### Cell area per tile

The die is cut into 11 by 11 equal tiles; black is low, pale yellow is high, 0 to 100% covered.
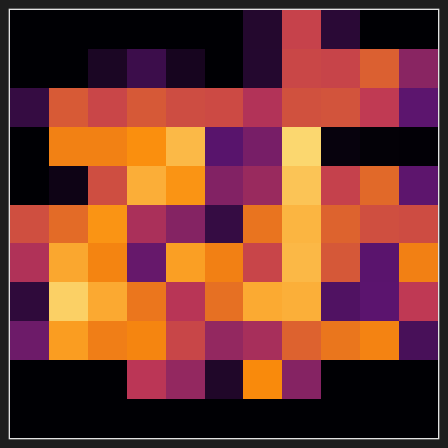
### Sequential cells grouped by signal name

Scale bar: 20 um. Other sequential cells in the stronger gray, the rest of the logic in the fainter gray.
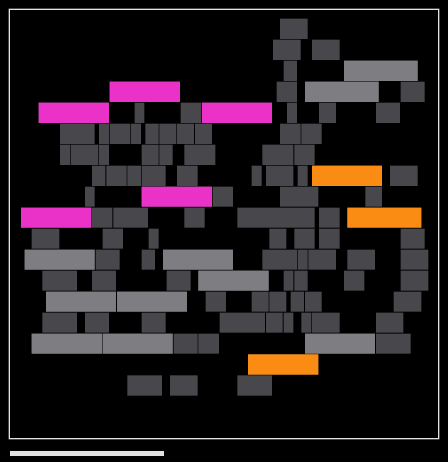
### Signal wires by layer

Scale bar: 20 um. Only two layers are drawn.
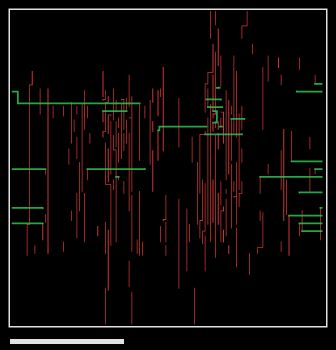
$ cat src/rtl/cv32e40p_ldm_event_gen.sv
// Event generator for the LDM basic-block length detector: turns retire/trap
// activity into registered init/decrement strobes and owns the alarm handshake.
module cv32e40p_ldm_event_gen #(
  parameter int unsigned MAX_BB_LEN    = 16,
  parameter bit          HALT_ON_ALARM = 1'b1,
  localparam int unsigned CW           = $clog2(MAX_BB_LEN + 1)
) (
  input  logic          clk,
  input  logic          rst_n,
  input  logic          enable_i,
  input  logic          retire_i,
  input  logic          retire_cf_i,
  input  logic          trap_entry_i,
  input  logic          alarm_i,
  input  logic          alarm_ack_i,
  input  logic          clear_i,
  output logic          init_o,
  output logic          decrement_o,
  output logic          alarm_req_o,
  output logic          alarm_pending_o,
  output logic          alarm_cause_o,
  output logic [CW-1:0] bb_len_o,
  output logic          halt_req_o
);

  localparam logic [2:0] DISABLED = 3'd0;
  localparam logic [2:0] ARM      = 3'd1;
  localparam logic [2:0] ACTIVE   = 3'd2;
  localparam logic [2:0] ALARM    = 3'd3;
  localparam logic [2:0] LOCKED   = 3'd4;

  localparam logic [CW-1:0] BB_MAX = CW'(MAX_BB_LEN);

  logic [2:0]    state_q, state_d;
  logic [CW-1:0] bb_cnt_q, bb_cnt_d;
  logic          init_d, decrement_d, alarm_req_d, halt_req_d;
  logic          alarm_pending_d, alarm_cause_d;
  logic [CW-1:0] bb_len_d;

  // State and registered outputs
  always_ff @(posedge clk or negedge rst_n) begin
    if (!rst_n) begin
      state_q         <= DISABLED;
      bb_cnt_q        <= '0;
      init_o          <= 1'b1;
      decrement_o     <= 1'b1;
      alarm_req_o     <= 1'b0;
      halt_req_o      <= 1'b0;
      alarm_pending_o <= 1'b0;
      alarm_cause_o   <= 1'b0;
      bb_len_o        <= '0;
    end else begin
      state_q         <= state_d;
      bb_cnt_q        <= bb_cnt_d;
      init_o          <= init_d;
      decrement_o     <= decrement_d;
      alarm_req_o     <= alarm_req_d;
      halt_req_o      <= halt_req_d;
      alarm_pending_o <= alarm_pending_d;
      alarm_cause_o   <= alarm_cause_d;
      bb_len_o        <= bb_len_d;
    end
  end

  // Next state and next output values; detector is masked (init=dec=1) by default
  always_comb begin
    state_d         = state_q;
    bb_cnt_d        = bb_cnt_q;
    init_d          = 1'b1;
    decrement_d     = 1'b1;
    alarm_req_d     = 1'b0;
    halt_req_d      = 1'b0;
    alarm_pending_d = alarm_pending_o;
    alarm_cause_d   = alarm_cause_o;
    bb_len_d        = bb_len_o;

    case (state_q)
      DISABLED: begin
        if (clear_i) begin
          alarm_pending_d = 1'b0;
          alarm_cause_d   = 1'b0;
          bb_len_d        = '0;
        end
        if (enable_i) state_d = ARM;
      end

      ARM: begin
        bb_cnt_d = '0;
        state_d  = enable_i ? ACTIVE : DISABLED;
      end

      ACTIVE: begin
        if (alarm_i) begin
          // Alarm wins over disable and over a same-cycle retire
          state_d         = ALARM;
          alarm_pending_d = 1'b1;
          alarm_cause_d   = (bb_cnt_q == BB_MAX) ? 1'b0 : 1'b1;
          bb_len_d        = bb_cnt_q;
          alarm_req_d     = 1'b1;
          halt_req_d      = HALT_ON_ALARM;
        end else if (!enable_i) begin
          state_d = DISABLED;
        end else if (trap_entry_i || (retire_i && retire_cf_i)) begin
          bb_cnt_d = '0;
        end else if (retire_i) begin
          init_d = 1'b0;
          if (bb_cnt_q != BB_MAX) bb_cnt_d = bb_cnt_q + CW'(1);
        end else begin
          init_d      = 1'b0;
          decrement_d = 1'b0;
        end
      end

      ALARM: begin
        if (alarm_ack_i) begin
          state_d = LOCKED;
        end else begin
          alarm_req_d = 1'b1;
          halt_req_d  = HALT_ON_ALARM;
        end
      end

      LOCKED: begin
        if (clear_i) begin
          alarm_pending_d = 1'b0;
          alarm_cause_d   = 1'b0;
          bb_len_d        = '0;
          state_d         = enable_i ? ARM : DISABLED;
        end else if (!enable_i) begin
          state_d = DISABLED;
        end
      end

      default: state_d = DISABLED;
    endcase
  end

endmodule

$ cat config.mk
export PLATFORM = sky130hd
export DESIGN_NAME = cv32e40p_ldm_event_gen
export DESIGN_NICKNAME = d
export VERILOG_FILES = /design/src/rtl/cv32e40p_ldm_event_gen.sv
export SDC_FILE = /design/constraint.sdc
export NUM_CORES = 1
export LEC_CHECK = 0
export CAP_MARGIN = 20
export CORE_UTILIZATION = 30
export CTS_CLUSTER_DIAMETER = 150
export CTS_CLUSTER_SIZE = 14
export DETAILED_ROUTE_END_ITERATION = 7
export HOLD_SLACK_MARGIN = 0.15
export PLACE_DENSITY = 0.56
export SYNTH_ARGS = -nofsm -noshare
export SYNTH_HDL_FRONTEND = slang
export SYNTH_SLANG_ARGS = --single-unit
$ cat constraint.sdc
create_clock -name clk -period 1.6 [get_ports clk]
set_clock_uncertainty 0.05 [all_clocks]
set_input_delay 0.24 -clock clk [delete_from_list [all_inputs] [get_ports clk]]
set_output_delay 0.24 -clock clk [all_outputs]
set_load 0.02 [all_outputs]
==> impl_results.rst <==
Implementation results
======================

.. list-table::
   :header-rows: 1

   * - Metric
     - Value
   * - Count of instances resized after the clock tree is built
     - 3
   * - Most frequent cells after synthesis
     - dfrtp_1, a22o_1, nand2_1
   * - CP peak stage delay
     - 0.60 ns
   * - Tool warnings
     - 28
   * - Largest net degree at the start of global routing
     - 15
   * - Most numerous logic cells after layout
     - dfrtp_1, clkdlybuf4s50_1, buf_4
   * - TNS Setup
     - 0 ns
   * - Maximum operating frequency
     - approximately 0.64 GHz
   * - Clock network fraction of total power
     - 0.205
   * - Critical Path Stages
     - 1
   * - Clock buf count
     - 4
   * - Flop count
     - 18
   * - Number of max-capacitance violations reported
     - 0
   * - Worst path bufs/invs
     - 1
   * - Main power-consuming group
     - registers
   * - Fraction of met2 tracks used by global routing
     - 0.205
   * - Combinational-cell power consumption
     - between 500 and 600 uW
   * - Synthesized chip area reported by yosys
     - between 800 and 900 um2
   * - Data required time of the critical path
     - around 1.3 ns
   * - Worst slew pin tran
     - between 0.3 and 0.4 ns
   * - Overall overflow remaining after global route
     - 0
   * - Sequential share of cell area
     - 0.376
   * - Critical Path Sink Type
     - primary output
   * - Net switching component of the power
     - around 500 uW
   * - Overall power
     - 1.39 mW
   * - Met3 routing resource usage after global routing
     - 0.0515
   * - MUX area fraction
     - 0.0233
   * - Total placed cells including tap cells
     - around 130
   * - Multi-input combinational cell count
     - approximately 52
   * - Placer congestion estimate
     - roughly 0.82
   * - Number of well taps
     - 31
   * - Register clock-pin slew on the reported worst setup and hold paths
     - 0.10 ns
   * - Cell count of the worst reg-to-reg path
     - 4
   * - Switching part of the total power
     - 0.357
   * - Fraction of registers with async set/reset
     - 1.00
   * - Routed length on met3
     - 122 um
   * - Internal power component
     - roughly 900 uW
   * - Run status
     - completed
   * - Number of non-clock buffers in the layout
     - 29
   * - Reported clock group power
     - 286 uW
   * - Flop pwr share
     - 0.429
   * - Xor/xnor share
     - 0
   * - Final non-filler cell total
     - 138
   * - Total iterations of the first detailed-routing run
     - 4
   * - End point of the worst hold path
     - bb_len_o[2]
   * - Simple-Gate Area Share
     - 0.150
   * - Adder-cell share of the synthesized area
     - 0.0292
   * - Largest regs
     - bb_cnt_q: 5 flops, bb_len_o: 5 flops, state_q: 3 flops
   * - Startpoint type of the worst setup path
     - flop
   * - Top cell category
     - flip-flops and latches
   * - Synth logic family
     - AND-OR/OR-AND gates
   * - Floorplan row count
     - 19
   * - Post-CTS setup-driven buffer insertion count
     - 0
   * - Post-synth tally of flip-flops with integrated enable
     - 0
   * - Floorplan Nets
     - 87
   * - Start point of the critical path
     - bb_len_o[4]
   * - Final ANT Viol Nets
     - 0
   * - Count of clock tree sinks
     - 18
   * - Number of warning messages in the yosys log
     - 0
   * - Crit Reg-Reg Endpoint
     - bb_cnt_q[1]
   * - Crit share post-route
     - 0.969
   * - Horizontal die size
     - between 50 and 60 um
   * - Power per cell area
     - ~1200 mW/mm2
   * - Fraction of area in clock buffers and inverters
     - 0.0301
   * - Count of nets after finishing
     - ~120
   * - Avg Inst Size Synth
     - about 11 um2
   * - Top-count cell post-synth
     - dfrtp_1
   * - Total of fill cells in the finished design
     - about 280
   * - Standard cell with the maximum stage delay on the critical path
     - clkdlybuf4s50_1
   * - Setup repair after global routing missed its margin
     - true
   * - Prevailing post-synth register cell
     - dfrtp_1
   * - Wire length of the first global-routing pass
     - 3040 um
   * - Clk_lat worst skew
     - roughly 0.30 ns
   * - CTS hold repair buffers
     - 1
   * - Post-layout min period
     - roughly 1.6 ns
   * - Post-synthesis compound-gate area fraction
     - 0.235
   * - Top cells by area
     - dfrtp_1, dfstp_2, a22o_1
   * - Max-area cell share
     - 0.466
   * - Layout cells sized above 1
     - 0.187
   * - Startpoint of the most critical register-to-register path
     - state_q[2]
   * - Synth Instances
     - between 70 and 80
   * - Max clock buf depth
     - 2
   * - Buffering overhead
     - 0.229
   * - Pins over their slew limit
     - 0
   * - Register bit total from synthesis
     - 18
   * - Hold Crit Class
     - flop to flop
   * - Cell taking the most area after synthesis
     - dfrtp_1
-- 'Cell area per tile' (at the start) --
mean over tiles: 38%
fullest tile: 91%
nearly empty tiles: 26%
Floorplan Utilization: 0.314
placeable core region: 0.00273 mm2

-- 'Sequential cells grouped by signal name' (at the start) --
[state_q] orange | flops: 3
[bb_cnt_q] magenta | flops: 5
share of the core filled with cells in the final layout: 0.442
power consumed by sequential cells: 597 uW

-- 'Signal wires by layer' (at the start) --
[met2] red | wire length: 934 um
[met3] green | wire length: 122 um
routed vias: 725
average wire length per cell after detail routing: 14.2 um
wirelength, routed: 1970 um
all-layer global routing usage: 0.129

Power is estimated from default activity; no workload was simulated.
